$ cat src/rtl/voice_allocator.sv
// ----------------------------------------------------------------------------
// voice_allocator
//
// Polyphonic voice scheduler. It maps key-on/key-off events from the keyboard
// decoder onto NUM_VOICES voice slots. For each slot it drives the envelope
// gate and the key code. It reclaims a releasing voice once its envelope
// reports idle. When every slot is busy it reuses the oldest releasing voice.
// If there is none, it steals the least-recently-used held voice.
//
// Build option: define VOICE_STEAL_EN to enable stealing.
//   - With stealing, the victim's gate is held low for STEAL_GAP cycles before
//     it is retriggered with the new key.
//   - Without stealing, a key-on with every voice held is dropped.
//
// Ports
//   Clk           system clock
//   Reset         synchronous, active-high reset
//   key_valid     key event present
//   key_on        1 = key-on, 0 = key-off
//   key_code      key of the event
//   key_ready     event accepted when key_valid & key_ready at posedge Clk
//   env_idle      per-voice envelope magnitude == 0
//   voice_gate    per-voice keypress to the envelope generator
//   voice_key     per-voice key code, voice i at [i*KEY_W +: KEY_W]
//   voice_retrig  one-cycle pulse when a voice gets a new key
//   steal_pulse   one-cycle pulse when a held voice is stolen
//   drop_pulse    one-cycle pulse when a key-on is discarded
//   active_count  number of voices not FREE
//
// Handshake: an event is consumed on the rising edge where key_valid and
// key_ready are both 1. Its effect appears on the outputs from that edge on.
// key_valid must not depend on key_ready.
// ----------------------------------------------------------------------------
module voice_allocator #(
    parameter int NUM_VOICES = 4,
    parameter int KEY_W      = 6,
    parameter int STEAL_GAP  = 4
) (
    input  logic                            Clk,
    input  logic                            Reset,
    input  logic                            key_valid,
    input  logic                            key_on,
    input  logic [KEY_W-1:0]                key_code,
    output logic                            key_ready,
    input  logic [NUM_VOICES-1:0]           env_idle,
    output logic [NUM_VOICES-1:0]           voice_gate,
    output logic [NUM_VOICES*KEY_W-1:0]     voice_key,
    output logic [NUM_VOICES-1:0]           voice_retrig,
    output logic                            steal_pulse,
    output logic                            drop_pulse,
    output logic [$clog2(NUM_VOICES+1)-1:0] active_count
);

    localparam int IDX_W = $clog2(NUM_VOICES);
    localparam int ACT_W = $clog2(NUM_VOICES + 1);

    typedef enum logic [1:0] {
        V_FREE = 2'd0,
        V_HELD = 2'd1,
        V_REL  = 2'd2
    } voice_state_t;

    voice_state_t          state_q [NUM_VOICES];
    voice_state_t          state_d [NUM_VOICES];
    logic [KEY_W-1:0]      key_q   [NUM_VOICES];
    logic [KEY_W-1:0]      key_d   [NUM_VOICES];
    // LRU age: 0 = most recently assigned. Ages are always a permutation.
    logic [IDX_W-1:0]      age_q   [NUM_VOICES];
    logic [IDX_W-1:0]      age_d   [NUM_VOICES];
    logic [NUM_VOICES-1:0] gate_q, gate_d;
    logic [NUM_VOICES-1:0] retrig_q, retrig_d;
    logic [ACT_W-1:0]      active_q, active_d;

    logic                  accept;
    logic                  hit_found;
    logic [IDX_W-1:0]      hit_idx;
    logic                  free_found;
    logic [IDX_W-1:0]      free_idx;
    logic                  rel_found;
    logic [IDX_W-1:0]      rel_idx;
    logic [IDX_W-1:0]      rel_age;
    logic [IDX_W-1:0]      alloc_idx;
    logic                  upd_en;
    logic [IDX_W-1:0]      upd_idx;

`ifdef VOICE_STEAL_EN
    localparam int CNT_W = $clog2(STEAL_GAP + 1);

    typedef enum logic {
        S_IDLE = 1'b0,
        S_MUTE = 1'b1
    } fsm_state_t;

    // fsm_state is the allocator FSM state, exposed for checkers.
    fsm_state_t            fsm_state, fsm_d;
    logic [CNT_W-1:0]      cnt_q, cnt_d;
    logic [IDX_W-1:0]      victim_q, victim_d;
    logic [KEY_W-1:0]      pend_q, pend_d;
    logic                  ready_q, ready_d;
    logic                  steal_q, steal_d;
    logic                  held_found;
    logic [IDX_W-1:0]      held_idx;
    logic [IDX_W-1:0]      held_age;
`else
    logic                  drop_q, drop_d;
`endif

    // ------------------------------------------------------------------
    // Output mapping
    // ------------------------------------------------------------------
    assign voice_gate   = gate_q;
    assign voice_retrig = retrig_q;
    assign active_count = active_q;

    for (genvar g = 0; g < NUM_VOICES; g++) begin : g_key_out
        assign voice_key[g*KEY_W +: KEY_W] = key_q[g];
    end

`ifdef VOICE_STEAL_EN
    assign key_ready   = ready_q;
    assign steal_pulse = steal_q;
    assign drop_pulse  = 1'b0;
`else
    assign key_ready   = 1'b1;
    assign steal_pulse = 1'b0;
    assign drop_pulse  = drop_q;
`endif

    assign accept = key_valid & key_ready;

    // ------------------------------------------------------------------
    // Voice searches over the registered state
    // ------------------------------------------------------------------
    always_comb begin
        hit_found  = 1'b0;
        hit_idx    = '0;
        free_found = 1'b0;
        free_idx   = '0;
        rel_found  = 1'b0;
        rel_idx    = '0;
        rel_age    = '0;
`ifdef VOICE_STEAL_EN
        held_found = 1'b0;
        held_idx   = '0;
        held_age   = '0;
`endif
        // Walk downwards so the last FREE voice found is the lowest index.
        for (int i = NUM_VOICES - 1; i >= 0; i--) begin
            if (state_q[i] == V_FREE) begin
                free_found = 1'b1;
                free_idx   = IDX_W'(i);
            end
        end
        for (int i = 0; i < NUM_VOICES; i++) begin
            // Keys are unique among held voices, so at most one match.
            if (state_q[i] == V_HELD && key_q[i] == key_code) begin
                hit_found = 1'b1;
                hit_idx   = IDX_W'(i);
            end
            if (state_q[i] == V_REL && (!rel_found || age_q[i] > rel_age)) begin
                rel_found = 1'b1;
                rel_idx   = IDX_W'(i);
                rel_age   = age_q[i];
            end
`ifdef VOICE_STEAL_EN
            if (state_q[i] == V_HELD && (!held_found || age_q[i] > held_age)) begin
                held_found = 1'b1;
                held_idx   = IDX_W'(i);
                held_age   = age_q[i];
            end
`endif
        end
    end

    // ------------------------------------------------------------------
    // Next-state logic
    // ------------------------------------------------------------------
    always_comb begin
        state_d   = state_q;
        key_d     = key_q;
        age_d     = age_q;
        gate_d    = gate_q;
        retrig_d  = '0;
        active_d  = '0;
        alloc_idx = '0;
        upd_en    = 1'b0;
        upd_idx   = '0;
`ifdef VOICE_STEAL_EN
        fsm_d     = fsm_state;
        cnt_d     = cnt_q;
        victim_d  = victim_q;
        pend_d    = pend_q;
        ready_d   = ready_q;
        steal_d   = 1'b0;
`else
        drop_d    = 1'b0;
`endif

        // Reclaim first. An allocation below to the same voice overrides it.
        // The steal victim is HELD, so it is never reclaimed while muted.
        for (int i = 0; i < NUM_VOICES; i++) begin
            if (state_q[i] == V_REL && env_idle[i]) begin
                state_d[i] = V_FREE;
            end
        end

`ifdef VOICE_STEAL_EN
        if (fsm_state == S_MUTE) begin
            // key_ready is low here, so no event can be accepted.
            if (cnt_q == '0) begin
                key_d[victim_q]    = pend_q;
                gate_d[victim_q]   = 1'b1;
                retrig_d[victim_q] = 1'b1;
                upd_en             = 1'b1;
                upd_idx            = victim_q;
                ready_d            = 1'b1;
                fsm_d              = S_IDLE;
            end else begin
                cnt_d = cnt_q - CNT_W'(1);
            end
        end else
`endif
        if (accept) begin
            if (key_on) begin
                if (hit_found) begin
                    // Same key already sounding: retrigger in place, LRU untouched.
                    retrig_d[hit_idx] = 1'b1;
                end else if (free_found || rel_found) begin
                    alloc_idx            = free_found ? free_idx : rel_idx;
                    state_d[alloc_idx]   = V_HELD;
                    key_d[alloc_idx]     = key_code;
                    gate_d[alloc_idx]    = 1'b1;
                    retrig_d[alloc_idx]  = 1'b1;
                    upd_en               = 1'b1;
                    upd_idx              = alloc_idx;
                end else begin
`ifdef VOICE_STEAL_EN
                    // Every voice is held. Mute the oldest one, then retrigger it
                    // after the gap. The victim stays HELD for counting purposes.
                    gate_d[held_idx] = 1'b0;
                    steal_d          = 1'b1;
                    ready_d          = 1'b0;
                    victim_d         = held_idx;
                    pend_d           = key_code;
                    cnt_d            = CNT_W'(STEAL_GAP - 1);
                    fsm_d            = S_MUTE;
`else
                    drop_d = 1'b1;
`endif
                end
            end else if (hit_found) begin
                state_d[hit_idx] = V_REL;
                gate_d[hit_idx]  = 1'b0;
            end
        end

        // LRU move-to-front: voices younger than the assigned one age by one.
        if (upd_en) begin
            for (int i = 0; i < NUM_VOICES; i++) begin
                if (IDX_W'(i) == upd_idx) begin
                    age_d[i] = '0;
                end else if (age_q[i] < age_q[upd_idx]) begin
                    age_d[i] = age_q[i] + IDX_W'(1);
                end
            end
        end

        for (int i = 0; i < NUM_VOICES; i++) begin
            if (state_d[i] != V_FREE) begin
                active_d = active_d + ACT_W'(1);
            end
        end
    end

    // ------------------------------------------------------------------
    // State registers
    // ------------------------------------------------------------------
    always_ff @(posedge Clk) begin
        if (Reset) begin
            for (int i = 0; i < NUM_VOICES; i++) begin
                state_q[i] <= V_FREE;
                key_q[i]   <= '0;
                age_q[i]   <= IDX_W'(i);
            end
            gate_q   <= '0;
            retrig_q <= '0;
            active_q <= '0;
`ifdef VOICE_STEAL_EN
            fsm_state <= S_IDLE;
            cnt_q     <= '0;
            victim_q  <= '0;
            pend_q    <= '0;
            ready_q   <= 1'b1;
            steal_q   <= 1'b0;
`else
            drop_q    <= 1'b0;
`endif
        end else begin
            state_q  <= state_d;
            key_q    <= key_d;
            age_q    <= age_d;
            gate_q   <= gate_d;
            retrig_q <= retrig_d;
            active_q <= active_d;
`ifdef VOICE_STEAL_EN
            fsm_state <= fsm_d;
            cnt_q     <= cnt_d;
            victim_q  <= victim_d;
            pend_q    <= pend_d;
            ready_q   <= ready_d;
            steal_q   <= steal_d;
`else
            drop_q    <= drop_d;
`endif
        end
    end

endmodule

$ cat config.mk
export PLATFORM = sky130hd
export DESIGN_NAME = voice_allocator
export DESIGN_NICKNAME = d
export VERILOG_FILES = /design/src/rtl/voice_allocator.sv
export SDC_FILE = /design/constraint.sdc
export NUM_CORES = 1
export LEC_CHECK = 0
export CAP_MARGIN = 40
export CORE_AREA = 2 2 86 88
export DETAILED_ROUTE_END_ITERATION = 12
export DIE_AREA = 0 0 88 90
export GPL_TIMING_DRIVEN = 0
export PLACE_DENSITY = 0.69
export SLEW_MARGIN = 25
export SYNTH_ARGS = -nofsm -noshare
export SYNTH_HDL_FRONTEND = slang
export SYNTH_SLANG_ARGS = --single-unit
$ cat constraint.sdc
create_clock -name Clk -period 6.8 [get_ports Clk]
set_input_delay 1.7 -clock Clk [delete_from_list [all_inputs] [get_ports Clk]]
set_output_delay 1.7 -clock Clk [all_outputs]
set_load 0.005 [all_outputs]
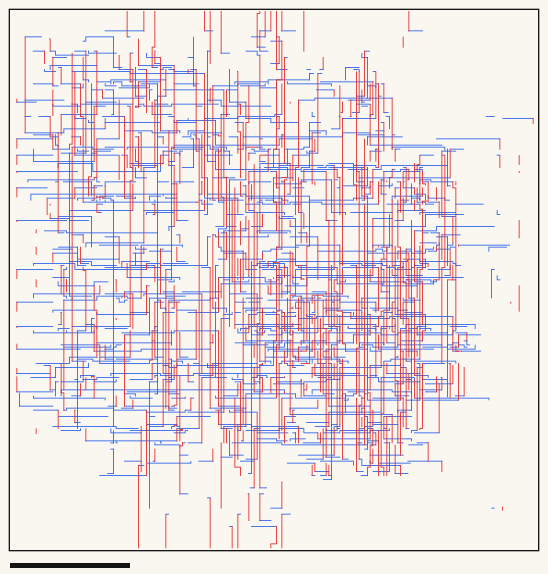
Run 1: routed metal, one color a layer
Bar = 20 um. Two of the layers only.
legend:
  red:
    layer: M2
    wire_length: 3,820 um
  blue:
    layer: M1
    wire_length: 3,470 um
DR WL/cell: 15.66 um
vias: 2,795
Tot GR Track Use: 20.38%

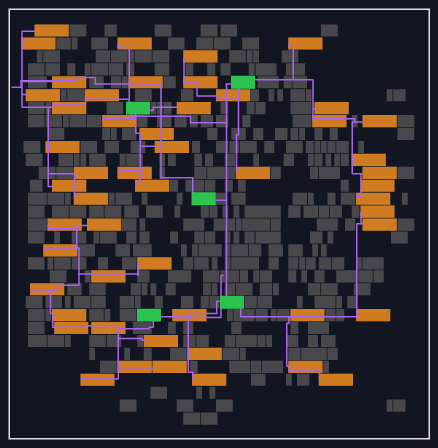
Run 1: routed clock nets over the placement
legend:
  purple:
    item: clock wires
    length: 637 um
  green:
    item: clock-net drivers
    count: 5
  orange:
    item: flip-flops
    count: 52
routed clock nets: 6
clk pwr: 191 uW
skew final: 0.007284 ns

==> reports/results.tsv, run 1 <==
stage	metric	value	unit
status	outcome	finished, final reports clean	
hold_path	hold path startpoint	voice_gate[0]$_SDFFE_PP0P_	
synth	Cells after Synth	355	
floorplanning	Die Size	7920	sq um
synth	Post-synth seq share	33.63	%
drt	met2 wire len	3822	um
clock_tree	CTS tree	done	
critical_path	CP arrival	6.59	ns
synth	post-synthesis async set-or-reset flop share	0	%
clock_tree	CTS Buf Count	5	
clock_tree	clock sinks	52	
power_and_ir_drop	cell-internal power	422.0	uW
power_and_ir_drop	Leak	1.455	nW
clock_tree	clk ins delay skew pair	0.32	ns
drt	Detail Route Antenna Nets	0	
sta	final period utilization	93.63	%
sta	final hold vios	0	
power_and_ir_drop	power per cell area	154.9	nW/um^2
clock_tree	Root Driver	clkbuf_8	
placed_design	Port Buf Inserts	42	
floorplanning	Pre-Place Util	44.09	%
synth	Ys Warns	0	
synth	Yosys chip area	3095	sq um
drt	DRC viols	0	
critical_path	startpoint class of the critical path	register	
clock_tree	CTS Buffer Depth	2	
power_and_ir_drop	Seq pwr share	53.8	%
synth	synthesized area per cell	8.720	sq um
critical_path	R2R cell count	27	
drt	drt first pass iters	4	
global_routing	largest net degree at the start of global routing	19	
synth	cell area after synthesis	3095	sq um
hold_path	Worst Hold Class	reg -> reg	
floorplanning	row count	31	
drt	Initial DRC Count	176	
placed_design	GPL Wtd Cong	0.9244	
synth	Area leader share	33.63	%
synth	EDFF count, synth	0	
floorplanning	I/O pins	52	
critical_path	Crit. Startpoint	state_q[7]$_SDFF_PP0_	
final_layout	diode count	0	
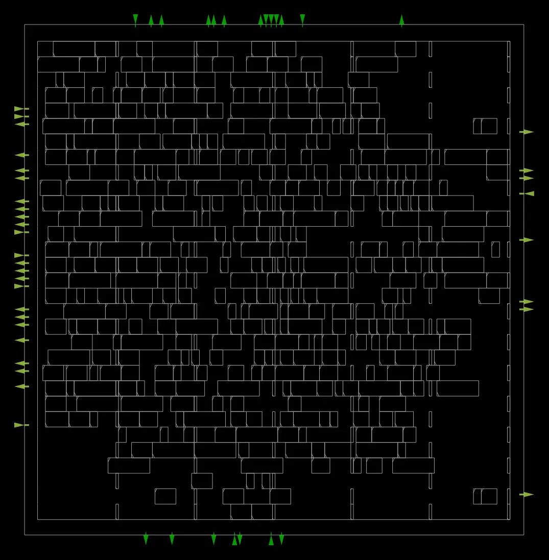
Run 1: placement view
fill count: 672
tap cells: 99
Seq/total area: 27.53%

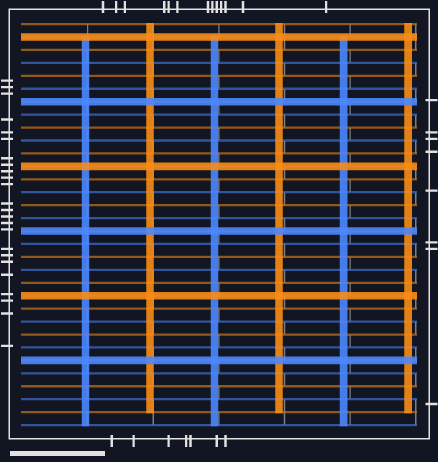
Run 1: floorplan with the power grid
Bar = 20 um. Pins as bars on the die edge. Tap cells in gray.
legend:
  orange:
    net: VDD
  blue:
    net: VSS
met5 straps: 6
rows: 31
signal pins: 52
met1 rails: 32
Core ar.: 7020 sq um
die width: 88 um
Die H: 90 um
maximum VDD drop: 0.1256 mV

-- run 1: metrics by stage --
stage	TNS, ns	std cells	hold WS, ns	utilization [%]	cell area, sq um
4_1_cts	0	504	0.4924	53.29	3741
3_5_place_dp	-2.257	496	0.4740	51.84	3640
6_report	0	505	0.4870	53.86	3781
5_1_grt	0	505	0.5316	53.86	3781
3_3_place_gp	-2.043	496	0.4747	51.84	3640
2_1_floorplan	0	355	0.4646	-	3095
-- run 1: flip-flops by register name, summed over array words and instances (netlist names) --
signal / cells
voice_key: 24
age_q: 8
state_q: 8
voice_gate: 4
voice_retrig: 4
active_count: 3
drop_pulse: 1
-- run 1: what timing repair did --
action                                 CTS  global route
setup buffers                            0             0
endpoints found under the hold margin    0             0
setup endpoints to repair                9            11
gates resized                            3             8
-- run 1: final cells by class --
cell class | count | area [sq um] | area share [%]
clock inverter | 3 | 27.53 | 0.7280
sequential | 52 | 1041 | 27.53
multi-input combinational | 266 | 1887 | 49.90
tap | 99 | 123.9 | 3.276
clock buffer | 5 | 68.82 | 1.820
inverter | 18 | 67.56 | 1.787
timing repair buffer | 43 | 425.4 | 11.25
buffer | 19 | 140.1 | 3.706
-- run 1: cells in the final DEF, fill, tap and decap left out, types with 11 or more instances in the layout --
master / Yosys / routed
a21oi_1: 19 / 19
ha_1: 13 / 13
mux2i_1: 25 / 25
nand2_1: 11 / 11
o21ai_0: 13 / 11
nor2_1: 47 / 47
clkdlybuf4s50_1: 0 / 42
xor2_1: 13 / 13
inv_1: 18 / 18
xnor2_1: 12 / 12
dfxtp_1: 52 / 52
-- run 1: layer usage --
metal	up-vias	GRT usage (%)
li1	1358	-
met5	-	0
met2	107	33.08
met3	13	4.500
met4	0	6.410
met1	1317	26.65
-- run 1: cells by family (layout without fill, tap and decap cells) --
| group | count (synthesis) | count (layout) | synth area share, % |
|---|---|---|---|
| mux | 26 | 26 | 8.448 |
| compound gates | 76 | 76 | 17.38 |
| simple gates | 124 | 124 | 21.34 |
| buf+inv | 37 | 88 | 6.628 |
| xor+xnor | 25 | 25 | 7.074 |
| fa+ha+maj | 13 | 13 | 5.255 |
| flops | 52 | 52 | 33.63 |
| other cells | 2 | 2 | 0.2426 |
-- run 1: critical path, stage by stage (launching register included) --
cell       delay (ns)
dfxtp_1          0.52
nor2b_4          0.26
nand2_1          0.07
ha_1             0.28
nor2b_1          0.13
a2bb2oi_1        0.15
o21ai_2          0.23
nor2_1           0.07
a31oi_1          0.28
ha_1             0.31
nor2b_1          0.13
a2bb2oi_1        0.16
o21ai_2          0.25
o21ai_0          0.12
ha_1             0.29
and3_1           0.16
a311o_1          0.35
and2_1           0.19
nor3_4           0.24
and3_1           0.24
clkbuf_4         0.27
a22oi_1          0.12
o211ai_1         0.24
ha_1             0.32
or3_1            0.32
a21boi_0         0.16
nand2b_1         0.19
a31o_2           0.20
-- run 1: power by group through the flow --
stage	Sequential, mW	Combinational (mW)	Clock, mW
after floorplan	0.322	0.0516	0
after global placement	0.322	0.0770	0
after detailed placement	0.322	0.0781	0
after CTS	0.315	0.0787	0.195
after global routing	0.316	0.0874	0.206
final	0.315	0.0793	0.191
==> run 2: changes to the inputs <==
--- a/config.mk
+++ b/config.mk
@@ -7,9 +7,9 @@
 export LEC_CHECK = 0
 export CAP_MARGIN = 40
-export CORE_AREA = 2 2 86 88
+export CORE_AREA = 2 2 80 82
 export DETAILED_ROUTE_END_ITERATION = 12
-export DIE_AREA = 0 0 88 90
+export DIE_AREA = 0 0 82 84
 export GPL_TIMING_DRIVEN = 0
-export PLACE_DENSITY = 0.69
+export PLACE_DENSITY = 0.78
 export SLEW_MARGIN = 25
 export SYNTH_ARGS = -nofsm -noshare
==> constraint.sdc (replaced) <==
create_clock -name Clk -period 6.8 [get_ports Clk]
set_input_delay 1.7 -clock Clk [delete_from_list [all_inputs] [get_ports Clk]]
set_output_delay 1.7 -clock Clk [all_outputs]
set_load 0.02 [all_outputs]
==> run 2 against run 1 <==
Net effect:
- power rose by 2.6%
- area after synthesis unchanged
- synthesized cell count did not move
- worst setup slack lost 0.010 ns
- first-iteration DRC count down 1.7%
- sequential power about the same
- sequential share of layout area grew 0.29 points
- largest power group unchanged
- highest routed layer unchanged
==> reports/results.tsv, run 2 <==
stage	metric	value	unit	change
status	outcome	finished, final reports clean		
floorplanning	Pre-Place Util	50.78	%	+6.7 points
critical_path	slowest stage delay, CP	0.44	ns	-0.08 ns
final_layout	Top Layout Cells	dfxtp_1 (51), nor2_1 (47), clkdlybuf4s50_1 (42)		
sta	skew final	0.01412	ns	+0.006835 ns
sta	final hold vios	0		unchanged
final_layout	Sequential Area	1042	sq um	+0.12%
power_and_ir_drop	maximum VDD drop	0.1058	mV	-16%
critical_path	R2R cell count	26		-3.7%
synth	Cells after Synth	355		unchanged
global_routing	Tot GR Track Use	24.47	%	+4.1 points
placed_design	Port Buf Inserts	42		unchanged
drt	Initial DRC Count	173		-1.7%
clock_tree	CTS tree	done		
power_and_ir_drop	cell-internal power	424.1	uW	+0.49%
final_layout	max reg flops	24		unchanged
critical_path	critical path's most frequent cell	ha_1		
critical_path	Crit. Startpoint	state_q[7]$_SDFF_PP0_		
floorplanning	Die H	84	um	-6.7%
floorplanning	die width	82	um	-6.8%
clock_tree	clk ins delay skew pair	0.33	ns	about the same
power_and_ir_drop	Leak	1.452	nW	-0.25%
final_layout	Comb gate area	1877	sq um	-0.53%
critical_path	startpoint class of the critical path	register		
sta	final period utilization	93.78	%	+0.15 points
synth	Yosys chip area	3095	sq um	unchanged
critical_path	CP max-delay cell	dfxtp_2		
critical_path	CP top delay family	simple AND/OR/NAND/NOR gates		
synth	synthesized area per cell	8.720	sq um	unchanged
floorplanning	Core ar.	6096	sq um	-13%
synth	EDFF count, synth	0		unchanged
sta	hold_ws	0.4877	ns	+0.0007670 ns
power_and_ir_drop	Seq pwr share	52.4	%	-1.4 points
drt	drt first pass iters	4		unchanged
global_routing	largest net degree at the start of global routing	20		+1
synth	Area leader share	33.63	%	unchanged
critical_path	critical path depth	26		-3.7%
drt	DRC viols	0		unchanged
clock_tree	CTS Buf Count	5		unchanged
-- run 2: layer usage --
layer | track usage [%] | up-vias
met3 | 6.385 | 11
met4 | 6.818 | 0
li1 | - | 1364
met5 | 0 | -
met2 | 40.72 | 71
met1 | 30.74 | 1312
-- run 2: power groups by stage --
| stage | clock network [mW] | logic (mW) | registers [mW] |
|---|---|---|---|
| 3_3_place_gp | 0 | 0.0828 | 0.322 |
| 4_1_cts | 0.202 | 0.0845 | 0.315 |
| 3_5_place_dp | 0 | 0.0835 | 0.322 |
| 2_1_floorplan | 0 | 0.0523 | 0.326 |
| 6_report | 0.201 | 0.0847 | 0.315 |
| 5_1_grt | 0.218 | 0.0928 | 0.316 |
-- run 2: kinds of logic (layout without fill, tap and decap cells) --
logic type                 Yosys count  in the layout  share of synthesized area, %
buffers and inverters               37             87                         6.628
AOI/OAI and AO/OA                   76             76                         17.38
muxes                               26             26                         8.448
xor gates and xnor gates            25             25                         7.074
and+or+nand+nor                    124            124                         21.34
other                                2              2                        0.2426
adders and majority gates           13             13                         5.255
DFF                                 52             52                         33.63
-- run 2: per-stage QoR --
step                      power, mW  setup TNS [ns]  instances  worst slack, ns  area (sq um)
final                        0.6008               0        482           0.4227          3746
after global routing         0.6265               0        482          0.03337          3746
after CTS                    0.6016               0        482          0.07322          3726
after detailed placement     0.4056          -1.469        474          -0.3002          3612
after global placement       0.4047          -1.227        474          -0.2664          3612
after floorplan              0.3788               0        355           0.8710          3095
-- run 2: timing repair --
item | CTS | global route
cloned | 0 | 0
hold endpoints to repair | 0 | 0
setup endpoints to repair | 9 | 11
gates resized | 4 | 6
-- run 2: layout make-up --
class | count | share of cell area, %
clock buffers | 5 | 1.837
multi-input cells | 266 | 50.10
repair buffers | 42 | 11.22
well taps | 77 | 2.572
plain buffers | 19 | 3.741
clock inverters | 3 | 0.9018
inverters | 18 | 1.804
flip-flops and latches | 52 | 27.82
-- run 2: worst min path at each step --
stage                                           from                          to  slack (ns)  cells past startpoint
after detailed placement  voice_gate[0]$_SDFFE_PP0P_  voice_gate[0]$_SDFFE_PP0P_        0.48                      2
final                     voice_gate[0]$_SDFFE_PP0P_  voice_gate[0]$_SDFFE_PP0P_        0.49                      2
after CTS                 voice_gate[0]$_SDFFE_PP0P_  voice_gate[0]$_SDFFE_PP0P_        0.49                      2
after floorplan                age_q[6]$_SDFFE_PP0P_       age_q[6]$_SDFFE_PP0P_        0.49                      2
after global placement    voice_gate[0]$_SDFFE_PP0P_  voice_gate[0]$_SDFFE_PP0P_        0.47                      2
after global routing      voice_gate[0]$_SDFFE_PP0P_  voice_gate[0]$_SDFFE_PP0P_        0.52                      2
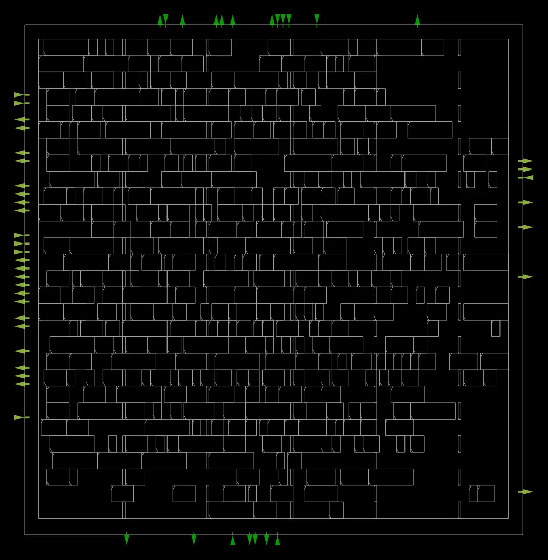
Run 2: placement view
row count: 29
Seq/total area: 27.82%
fill count: 536

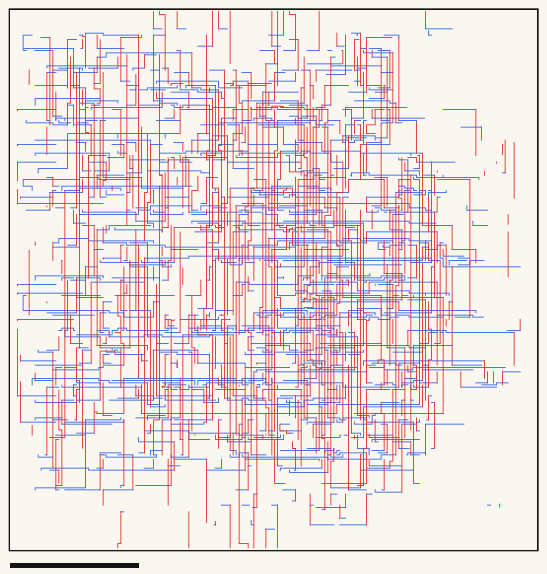
Run 2: routed metal, one color a layer
Bar = 20 um. Two of the layers only.
legend:
  red:
    layer: M2
    wire_length: 3,970 um
  blue:
    layer: M1
    wire_length: 3,450 um

==> run 3: changes to the inputs <==
==> constraint.sdc (replaced) <==
create_clock -name Clk -period 6.8 [get_ports Clk]
set_input_delay 2.04 -clock Clk [delete_from_list [all_inputs] [get_ports Clk]]
set_output_delay 2.04 -clock Clk [all_outputs]
set_load 0.02 [all_outputs]
==> run 3 against run 2 <==
Net effect:
- largest cell class unchanged
- count of clock-buffer cells in the layout stayed put
- critical path type unchanged
- sequential share of layout area did not move
- design area stayed put
- sequential power hardly changed
- routed wire length did not move
- worst setup slack stayed put
- via count did not move
- non-clock buffer count is the same
- global-route usage stayed put
- utilization stayed put
==> reports/results.tsv, run 3 <==
stage	metric	value	unit	change
drt	DRC viols	0		unchanged
power_and_ir_drop	switching pwr	176.7	uW	
placed_design	DP Cell Count	474		unchanged
final_layout	Top cell excl fill/tap	dfxtp_1		
critical_path	startpoint class of the critical path	register		
power_and_ir_drop	Sw Ratio	29.41	%	
synth	Distinct cells, synth	62		
sta	hold_ws	0.4877	ns	unchanged
synth	floorplan net count	382		
synth	Area leader share	33.63	%	unchanged
synth	Cells after Synth	355		unchanged
synth	synthesized area per cell	8.720	sq um	unchanged
synth	post-synthesis async set-or-reset flop share	0	%	
synth	number of cells in Yosys stat	355		
clock_tree	clk ins delay skew pair	0.33	ns	about the same
status	outcome	finished, final reports clean		
hold_path	hold path startpoint	voice_gate[0]$_SDFFE_PP0P_		
floorplanning	row count	29		unchanged
sta	final setup margin	0.4227	ns	unchanged
placed_design	Port Buf Inserts	42		unchanged
sta	RSZ-0062 raised after global routing	false		
hold_path	WHS Path Cells	2		unchanged
clock_tree	setup bufs post-CTS	0		
clock_tree	CTS Buffer Depth	2		
global_routing	Tot GR Track Use	24.47	%	unchanged
power_and_ir_drop	cell-internal power	424.1	uW	unchanged
final_layout	Top Layout Cells	dfxtp_1 (51), nor2_1 (47), clkdlybuf4s50_1 (42)		
power_and_ir_drop	maximum VDD drop	0.1058	mV	unchanged
power_and_ir_drop	Pwr Total	600.8	uW	unchanged
power_and_ir_drop	Leak	1.452	nW	unchanged
sta	final hold vios	0		unchanged
clock_tree	CTS Buf Count	5		unchanged
synth	cell with the most instances after synthesis	dfxtp_1		
placed_design	Setup WS pre-CTS	-0.3002	ns	unchanged
floorplanning	Pre-Place Util	50.78	%	unchanged
clock_tree	CTS tree	done		
hold_path	Hold EP	voice_gate[0]$_SDFFE_PP0P_		
critical_path	R2R cell count	26		unchanged
sta	Finish-stage setup viols	0		
final_layout	share of cells above drive strength 1	10.12	%	
floorplanning	Die H	84	um	unchanged
drt	vias per cell	5.722		
drt	Initial DRC Count	173		unchanged
sta	final period utilization	93.78	%	unchanged
floorplanning	die width	82	um	unchanged
global_routing	largest net degree at the start of global routing	20		unchanged
synth	EDFF count, synth	0		unchanged
drt	drt first pass iters	4		unchanged
placed_design	DP HPWL	5938	um	
critical_path	r2r startpoint	state_q[7]$_SDFF_PP0_		
placed_design	GPL Wtd Cong	0.9360		
sta	skew final	0.01412	ns	unchanged
sta	Max Clock Freq	156.8	MHz	
final_layout	max reg flops	24		unchanged
synth	Yosys chip area	3095	sq um	unchanged
power_and_ir_drop	power per cell area	160.4	nW/um^2	
power_and_ir_drop	Seq pwr share	52.4	%	about the same
run 3: power groups by stage:
stage	Sequential, mW	Combinational (mW)	Clock (mW)
after floorplan	0.326	0.0523	0
after global placement	0.322	0.0828	0
after detailed placement	0.322	0.0835	0
after CTS	0.315	0.0845	0.202
after global routing	0.316	0.0928	0.218
final	0.315	0.0847	0.201
run 3: cells by family after synthesis:
kind of cell    Yosys count  synth area share, %
mux                      26                8.448
simple gates            124                21.34
fa+ha+maj                13                5.255
other cells               2               0.2426
flops                    52                33.63
xor+xnor                 25                7.074
buf+inv                  37                6.628
compound gates           76                17.38
run 3: critical path: stages (launching register included):
cell and delay, ns:
dfxtp_2 0.44, nor2b_2 0.26, nand2_1 0.09, ha_1 0.29
nor2b_1 0.13, a2bb2oi_1 0.15, o21ai_2 0.26, nor2_1 0.07
a31oi_1 0.27, ha_1 0.31, nor2b_1 0.14, a2bb2oi_2 0.15
o21ai_2 0.24, o21ai_0 0.13, ha_1 0.29, and3_1 0.17
a311o_1 0.35, and2_1 0.19, nor3_2 0.29, and3_1 0.26
clkbuf_4 0.27, a22oi_1 0.12, o211ai_1 0.24, ha_1 0.32
or3_1 0.33, or4_1 0.40, a21oi_1 0.14
run 3: per-stage QoR:
stage / setup TNS [ns] / util [%] / cell area (sq um)
after floorplan: 0 / - / 3095
final: 0 / 61.45 / 3746
after global placement: -1.227 / 59.26 / 3612
after CTS: 0 / 61.12 / 3726
after global routing: 0 / 61.45 / 3746
after detailed placement: -1.469 / 59.26 / 3612
run 3: area by class of cell:
| type | count | area [sq um] |
|---|---|---|
| plain buffers | 19 | 140.1 |
| clock buffers | 5 | 68.82 |
| clock inverters | 3 | 33.78 |
| fillers | 536 | 2350 |
| inverters | 18 | 67.56 |
| multi-input cells | 266 | 1877 |
| flip-flops and latches | 52 | 1042 |
| well taps | 77 | 96.34 |
| repair buffers | 42 | 420.4 |
run 3: what timing repair did:
| item | 4_1_cts | 5_1_grt |
|---|---|---|
| pin swaps | 0 | 0 |
| setup endpoints to repair | 9 | 11 |
| resized | 4 | 6 |
| hold endpoints to repair | 0 | 0 |
run 3: worst max path at each step:
stage,from,endpoint,depth (start not counted)
finish,state_q[7]$_SDFF_PP0_,age_q[5]$_SDFFE_PP0P_,26
global route,state_q[6]$_SDFF_PP0_,age_q[1]$_SDFFE_PP1P_,29
CTS,state_q[7]$_SDFF_PP0_,age_q[4]$_SDFFE_PP1P_,27
detailed placement,state_q[7]$_SDFF_PP0_,age_q[4]$_SDFFE_PP1P_,27
global placement,state_q[7]$_SDFF_PP0_,age_q[4]$_SDFFE_PP1P_,27
floorplan,state_q[7]$_SDFF_PP0_,age_q[5]$_SDFFE_PP0P_,26
run 3: routing by layer:
layer	part of all wire [%]	GRT usage, %	routed length, um	vias up
met4	1.4	6.818	111	0
met2	50	40.72	3973	71
met3	5.5	6.385	435	11
met1	43	30.74	3454	1312
met5	0	0	0	-
li1	-	-	-	1364
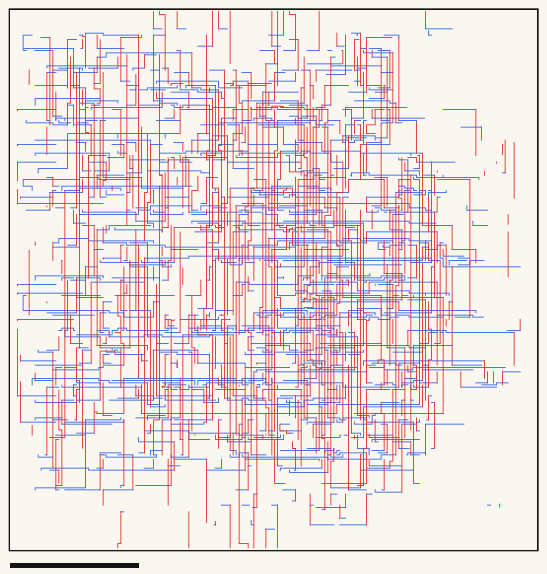
Run 3: routed metal, one color a layer
Bar = 20 um. Two of the layers only.
legend:
  red:
    layer: M2
    wire_length: 3,970 um
  blue:
    layer: M1
    wire_length: 3,450 um

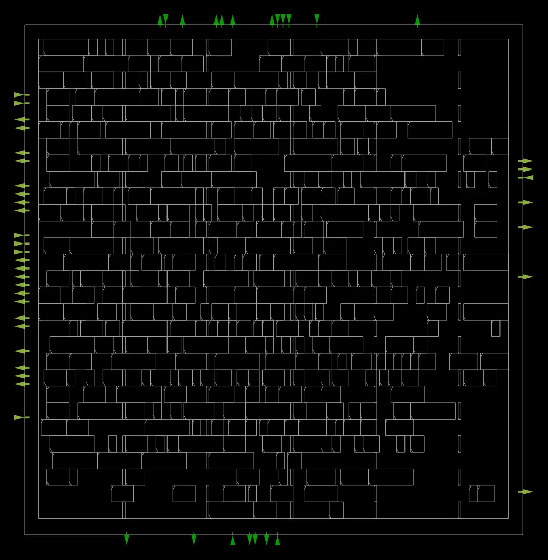
Run 3: placement view
Util after Layout: 61.45%
Core ar.: 6096 sq um
tap cells: 77
final non-filler cell total: 482

Power figures rest on the tool's default switching activity, not on a simulated workload.
